--- src/rtl/prover_addtree_pkg.sv ---
// Shared definitions for the prover add tree: field parameters, FSM states
// and helpers that derive the tree depth and in-flight counter width.
package prover_addtree_pkg;

   localparam int F_NBITS = 16;
   localparam logic [F_NBITS-1:0] F_PRIME = 16'd65521;

   typedef enum logic [1:0] {
      ST_IDLE,
      ST_BUSY,
      ST_CLR
   } addt_state_t;

   function automatic int addt_depth(input int npoints);
      return npoints - 1;
   endfunction

   // Counter must hold every vector that can be inside the D-stage pipe.
   function automatic int addt_cnt_w(input int npoints);
      return $clog2(addt_depth(npoints) + 2);
   endfunction

endpackage

--- src/rtl/field_adder.sv ---
// Combinational modular adder: s = (a + b) mod F_PRIME, operands assumed < F_PRIME.
module field_adder
   import prover_addtree_pkg::*;
(
   input  logic [F_NBITS-1:0] a,
   input  logic [F_NBITS-1:0] b,
   output logic [F_NBITS-1:0] s
);

   logic [F_NBITS:0]   raw;
   logic [F_NBITS-1:0] red;

   // The reduced value always fits F_NBITS bits, so a wrapping subtract suffices.
   always_comb begin
      raw = {1'b0, a} + {1'b0, b};
      red = raw[F_NBITS-1:0] - F_PRIME;
      s   = (raw >= {1'b0, F_PRIME}) ? red : raw[F_NBITS-1:0];
   end

endmodule

--- src/rtl/prover_shared_addtree.sv ---
// Pipelined modular add tree feeding two tagged accumulators.
// Define PROVER_ADDTREE_ACC_EN to accumulate; otherwise each result overwrites.
module prover_shared_addtree
   import prover_addtree_pkg::*;
#(
   parameter int npoints = 3
) (
   input  logic               clk,
   input  logic               rstb,
   input  logic               addt_en,
   input  logic               addt_tag,
   input  logic [F_NBITS-1:0] vals_in [1 << (npoints-1)],
   input  logic               clr,
   output logic               addt_ready,
   output logic [F_NBITS-1:0] sum_out [2],
   output logic               done_pulse,
   output logic               idle
);

   localparam int ngates = 1 << (npoints-1);
   localparam int D      = addt_depth(npoints);
   localparam int CW     = addt_cnt_w(npoints);

   if (npoints < 2) begin : g_bad_npoints
      $error("prover_shared_addtree: npoints must be at least 2");
   end

   logic               accept;
   logic               out_valid;
   logic [CW-1:0]      cnt;
   logic [CW-1:0]      cnt_next;
   logic               clr_pending;
   addt_state_t        state;
   addt_state_t        state_next;
   logic [F_NBITS-1:0] node_sum [1:ngates-1];
   logic [F_NBITS-1:0] tree_q   [1:ngates-1];
   logic               valid_q  [1:D];
   logic               tag_q    [1:D];
   logic [F_NBITS-1:0] tree_res;
   logic [F_NBITS-1:0] acc_next [2];

   assign accept    = addt_en & addt_ready;
   assign out_valid = valid_q[D];
   assign cnt_next  = cnt + CW'(accept) - CW'(out_valid);
   assign tree_res  = tree_q[1];

   // Heap-indexed tree: node i sums children 2i and 2i+1; indices >= ngates are input lanes.
   for (genvar i = 1; i < ngates; i++) begin : g_node
      logic [F_NBITS-1:0] lhs;
      logic [F_NBITS-1:0] rhs;
      if (2*i >= ngates) begin : g_leaf
         assign lhs = vals_in[2*i - ngates];
         assign rhs = vals_in[2*i + 1 - ngates];
      end else begin : g_inner
         assign lhs = tree_q[2*i];
         assign rhs = tree_q[2*i + 1];
      end
      field_adder u_add (.a(lhs), .b(rhs), .s(node_sum[i]));
   end

   always_ff @(posedge clk) begin
      tree_q <= node_sum;
   end

   always_ff @(posedge clk or negedge rstb) begin
      if (!rstb) begin
         for (int k = 1; k <= D; k++) begin
            valid_q[k] <= 1'b0;
            tag_q[k]   <= 1'b0;
         end
      end else begin
         valid_q[1] <= accept;
         tag_q[1]   <= addt_tag;
         for (int k = 2; k <= D; k++) begin
            valid_q[k] <= valid_q[k-1];
            tag_q[k]   <= tag_q[k-1];
         end
      end
   end

`ifdef PROVER_ADDTREE_ACC_EN
   for (genvar j = 0; j < 2; j++) begin : g_acc
      field_adder u_acc (.a(sum_out[j]), .b(tree_res), .s(acc_next[j]));
   end
`else
   assign acc_next[0] = tree_res;
   assign acc_next[1] = tree_res;
`endif

   // A clear cycle takes priority over a tree result landing in the same cycle.
   always_ff @(posedge clk or negedge rstb) begin
      if (!rstb) begin
         sum_out[0] <= '0;
         sum_out[1] <= '0;
      end else if (state == ST_CLR) begin
         sum_out[0] <= '0;
         sum_out[1] <= '0;
      end else if (out_valid) begin
         sum_out[tag_q[D]] <= acc_next[tag_q[D]];
      end
   end

   always_ff @(posedge clk or negedge rstb) begin
      if (!rstb) begin
         cnt         <= '0;
         clr_pending <= 1'b0;
         done_pulse  <= 1'b0;
      end else begin
         cnt        <= cnt_next;
         done_pulse <= (cnt != '0) && (cnt_next == '0);
         if (state == ST_CLR)
            clr_pending <= 1'b0;
         else if (clr && ((state == ST_BUSY) || accept))
            clr_pending <= 1'b1;
      end
   end

   always_ff @(posedge clk or negedge rstb) begin
      if (!rstb)
         state <= ST_IDLE;
      else
         state <= state_next;
   end

   always_comb begin
      state_next = state;
      case (state)
         ST_IDLE: begin
            if (accept)
               state_next = ST_BUSY;
            else if (clr || clr_pending)
               state_next = ST_CLR;
         end
         ST_BUSY: begin
            if (cnt_next == '0)
               state_next = ST_IDLE;
         end
         ST_CLR:  state_next = ST_IDLE;
         default: state_next = ST_IDLE;
      endcase
   end

   always_comb begin
      addt_ready = ~clr_pending & (state != ST_CLR);
      idle       = (state == ST_IDLE) & ~clr_pending & ~clr;
   end

endmodule

--- config.mk ---
export PLATFORM = sky130hd
export DESIGN_NAME = prover_shared_addtree
export DESIGN_NICKNAME = d
export VERILOG_FILES = /design/src/rtl/prover_addtree_pkg.sv /design/src/rtl/field_adder.sv /design/src/rtl/prover_shared_addtree.sv
export SDC_FILE = /design/constraint.sdc
export NUM_CORES = 1
export LEC_CHECK = 0
export CAP_MARGIN = 20
export CORE_ASPECT_RATIO = 0.7
export CORE_MARGIN = 1
export CORE_UTILIZATION = 40
export CTS_CLUSTER_SIZE = 16
export DETAILED_ROUTE_END_ITERATION = 8
export GPL_TIMING_DRIVEN = 0
export HOLD_SLACK_MARGIN = 0.1
export PLACE_DENSITY = 0.73
export SYNTH_ARGS = -nofsm -noshare
export SYNTH_HDL_FRONTEND = slang
export SYNTH_SLANG_ARGS = --single-unit
--- constraint.sdc ---
create_clock -name clk -period 5.65 [get_ports clk]
set_input_delay 0.8475 -clock clk [delete_from_list [all_inputs] [get_ports clk]]
set_output_delay 0.8475 -clock clk [all_outputs]
set_load 0.01 [all_outputs]
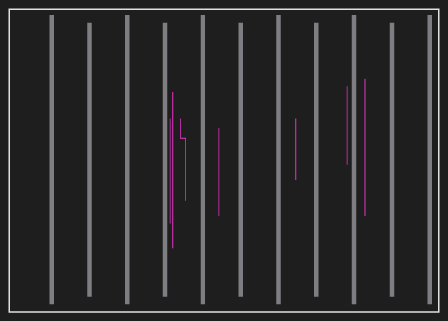
Figure 1: run 1, the metal 4 layer.
Supply wires on this layer in grey.
- wire length on this layer: 254 um
- share of all routed wire: 1.8%
- longest straight run: 55.8 um

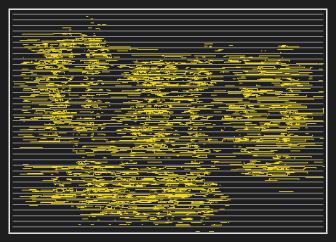
Figure 2: run 1, the metal 1 layer.
Supply wires on this layer in grey.
- main direction: horizontal
- wire length on this layer: 7,690 um
- nets with wire on the layer: 847
via count: 5,481
M1 GR Usage: 0.259
overall routed net length: 14,100 um

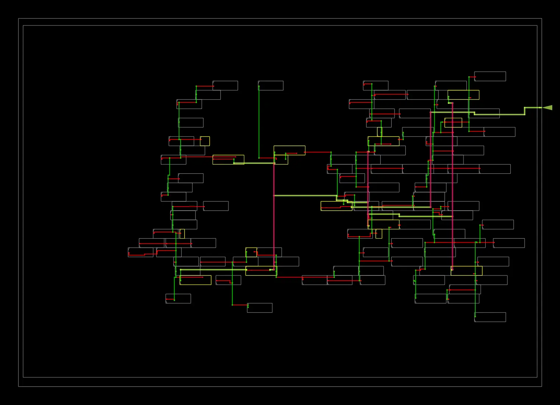
Figure 3: run 1, clock nets.
clock buf count: 11
sequential cells: 90
clock sinks: 90

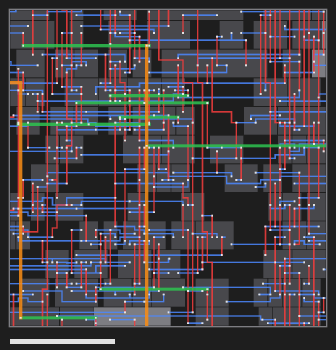
Figure 4: run 1, zoomed window.
Scale bar: 10 um. Region (62, 39) to (92, 69) um. Cells in grey, sequential cells in the stronger grey; small squares are vias.
- metal 1: blue
- metal 4: orange
- metal 2: red
- metal 3: green
- most frequent: a21oi_1 (8), xnor2_1 (8)
- sequential cells in the window: 1
- cells with their middle in the window: 83
- netlist names of flops here include: g_node.lhs (1)

[run 1: cell usage in the layout, fill, tap and decap left out, drive strengths merged, types with 4 or more instances in the layout]
master           n
clkdlybuf4s50  102
ha              56
a21oi           49
dfxtp           48
o21ai           47
xnor2           46
dfrtp           42
nor2            35
nand2           34
a22o            32
inv             30
clkbuf          27
xor2            25
a21o            21
nor3            19
nand3           16
nor2b           11
a211oi          11
and3            10
nand4           10
o21a            10
o211ai           9
or3              8
nand2b           8
and2             8
a31oi            7
nor3b            7
nor4             7
or2              7
buf              7
a2111oi          5
nand3b           4
o21bai           4
o211a            4
mux2             4
[run 1: stage by stage]
step	hold slack [ns]	total power, W
after floorplan	0.331	0.00240
after global placement	0.335	0.00300
after global routing	0.365	0.00388
final	0.351	0.00359
after detailed placement	0.337	0.00304
after CTS	0.352	0.00361
==> reports/qor.txt, run 1 <==
Status = finished, final reports clean
DR pass1 iterations = 4
Yosys aoi share = 0.261
IO buf count = 103
CTS tree = yes
Pins Over Slew Limit = 0
Pint = 0.00214 W
Hold Vio Cnt, Final = 0
Pre-placement core utilization = 0.413
Synth Seq Share = 0.313
Layout area overhead = 24.2%
Reg2Reg Depth = 10
Final TNS setup = 0 ns
Worst Hold Class = flip-flop to flip-flop
Layout cells sized above 1 = 0.0585
Total of max-cap violations = 0
# Cells Yosys = 702
Multi-input gates = 562
Largest Pwr Group = combinational cells
Clock Tree Root = clkbuf_16
Die height = 108 um
Late-Pin Clk Latency = 0.34 ns
Hold depth = 0
# setup viols final = 0
Synth Flop Type = dfxtp_1
Clock Skew = 0.00582 ns
Delay-heaviest family, CP = simple AND/OR/NAND/NOR gates
CP Launch Type = input port
Crit Path Max Fanout = 7
Slew Limit Headroom = 0.393
Setup CP Type = input port to flip-flop
CTS H-tree depth = 3
WL met1 = 7690 um
Slowest-stage cell, CP = nor4b_2
Worst stage delay on the critical path = 0.53 ns
Post-CTS Setup Inserts = 0
Top area cell types = dfrtp_1 (16%), dfxtp_1 (15%), ha_1 (11%), xnor2_1 (6.3%), a22o_1 (4.4%)
Adders+Majority by Area = 0.118
WP data arrival = 4.61 ns
TAP cells = 200
Count of non-CTS buffers in the layout = 125
Core box area = 0.0156 sq mm
Seq pwr share = 0.303
Yosys warning count = 0
FF+latch area = 0.00201 sq mm
Netlist cell types = 84
Met3 WL = 717 um
Sequential cell area share = 0.252
Xor/xnor share = 0.0966
--- run 2 (diff from run 1) ---
Clock period 5.65 ns to 4.2 ns, I/O delays scaled along.
==> run 2 against run 1 <==
Global-route usage unchanged. Largest cell class unchanged. Clock-buffer cell count unchanged. Power up 35%.
==> reports/qor.txt, run 2 <==
Via count = 5,513 (+0.58%)
# setup viols final = 0 (unchanged)
Synth Seq Share = 0.313 (unchanged)
Pre-placement core utilization = 0.413 (unchanged)
Post-CTS Setup Inserts = 0 (unchanged)
Worst stage delay on the critical path = 0.49 ns (-0.04 ns)
Count of non-CTS buffers in the layout = 128 (+2.4%)
# Cells Yosys = 702 (unchanged)
Hold Vio Cnt, Final = 0 (unchanged)
FF+latch area = 0.00201 sq mm (unchanged)
Adders+Majority by Area = 0.118 (unchanged)
Yosys aoi share = 0.261 (unchanged)
Most numerous logic cell after layout = clkdlybuf4s50_1
CTS H-tree depth = 3 (unchanged)
Sequential cell area share = 0.250 (-0.00125)
Synth Flop Type = dfxtp_1
Total of max-cap violations = 0 (unchanged)
Pint = 0.00288 W (+35%)
IO buf count = 103 (unchanged)
Slew Limit Headroom = 0.393 (about the same)
TAP cells = 200 (unchanged)
Tot Pwr = 0.00484 W (+35%)
Clock buf count = 11 (unchanged)
Largest Pwr Group = combinational cells
Delay-heaviest family, CP = AND-OR/OR-AND gates
WP data arrival = 4.19 ns (-0.42 ns)
Clock sinks = 90 (unchanged)
Worst Hold Class = flip-flop to flip-flop
Crit Path Max Fanout = 6 (-1)
Overall routed net length = 14,400 um (+1.7%)
Seq pwr share = 0.302 (about the same)
Slowest-stage cell, CP = nor4b_2
Clock Tree Root = clkbuf_16
Final TNS setup = 0 ns (unchanged)
Top Layout Cells = clkdlybuf4s50_1 (102), ha_1 (56), a21oi_1 (48), dfxtp_1 (48), xnor2_1 (46)
Xor/xnor share = 0.0966 (unchanged)
Status = finished, final reports clean
Setup CP Type = input port to flip-flop
Top area cell types = dfrtp_1 (16%), dfxtp_1 (15%), ha_1 (11%), xnor2_1 (6.3%), a22o_1 (4.4%)
Multi-input gates = 562 (unchanged)
Die height = 108 um (unchanged)
Clock Skew = 0.00580 ns (-0.0000276 ns)
Yosys warning count = 0 (unchanged)
## run 2: final timing paths
| check | from | endpoint | slack [ns] | depth (start not counted) |
|---|---|---|---|---|
| worst min-delay path | valid_q[1] | out_valid | 0.35 | 0 |
| worst max-delay path | vals_in[32] | g_node[1].lhs[11] | 0.22 | 12 |
| worst min register to register | valid_q[1] | out_valid | 0.35 | 0 |
| max in group asynchronous | rstb | sum_out[2] | 3.21 | 1 |
| min in group asynchronous | rstb | cnt[0] | 0.42 | 1 |
| worst max register to register | g_node[1].lhs[6] | tree_res[1] | 0.79 | 10 |
## run 2: metal layers
metal | wire length (um) | up-vias | track usage
met4 | 248 | 0 | 0.0586
met3 | 738 | 17 | 0.0369
met1 | 7700 | 2477 | 0.259
met5 | 0 | - | 0
met2 | 5680 | 143 | 0.263
li1 | - | 2876 | -
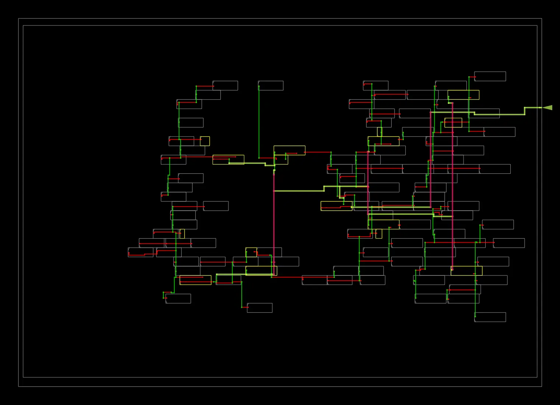
Figure 5: run 2, clock nets.
Clk. pwr: 0.000744 W
Late-Pin Clk Latency: 0.34 ns

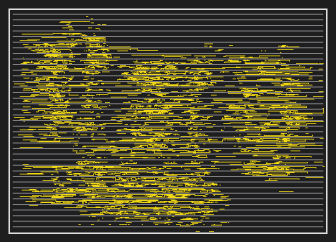
Figure 6: run 2, the metal 1 layer.
Supply wires on this layer in grey.
- share of all routed wire: 54%
- wire length on this layer: 7,700 um
- longest straight run: 39.1 um
- main direction: horizontal
- nets with wire on the layer: 852

Power and IR drop assume default switching activity.
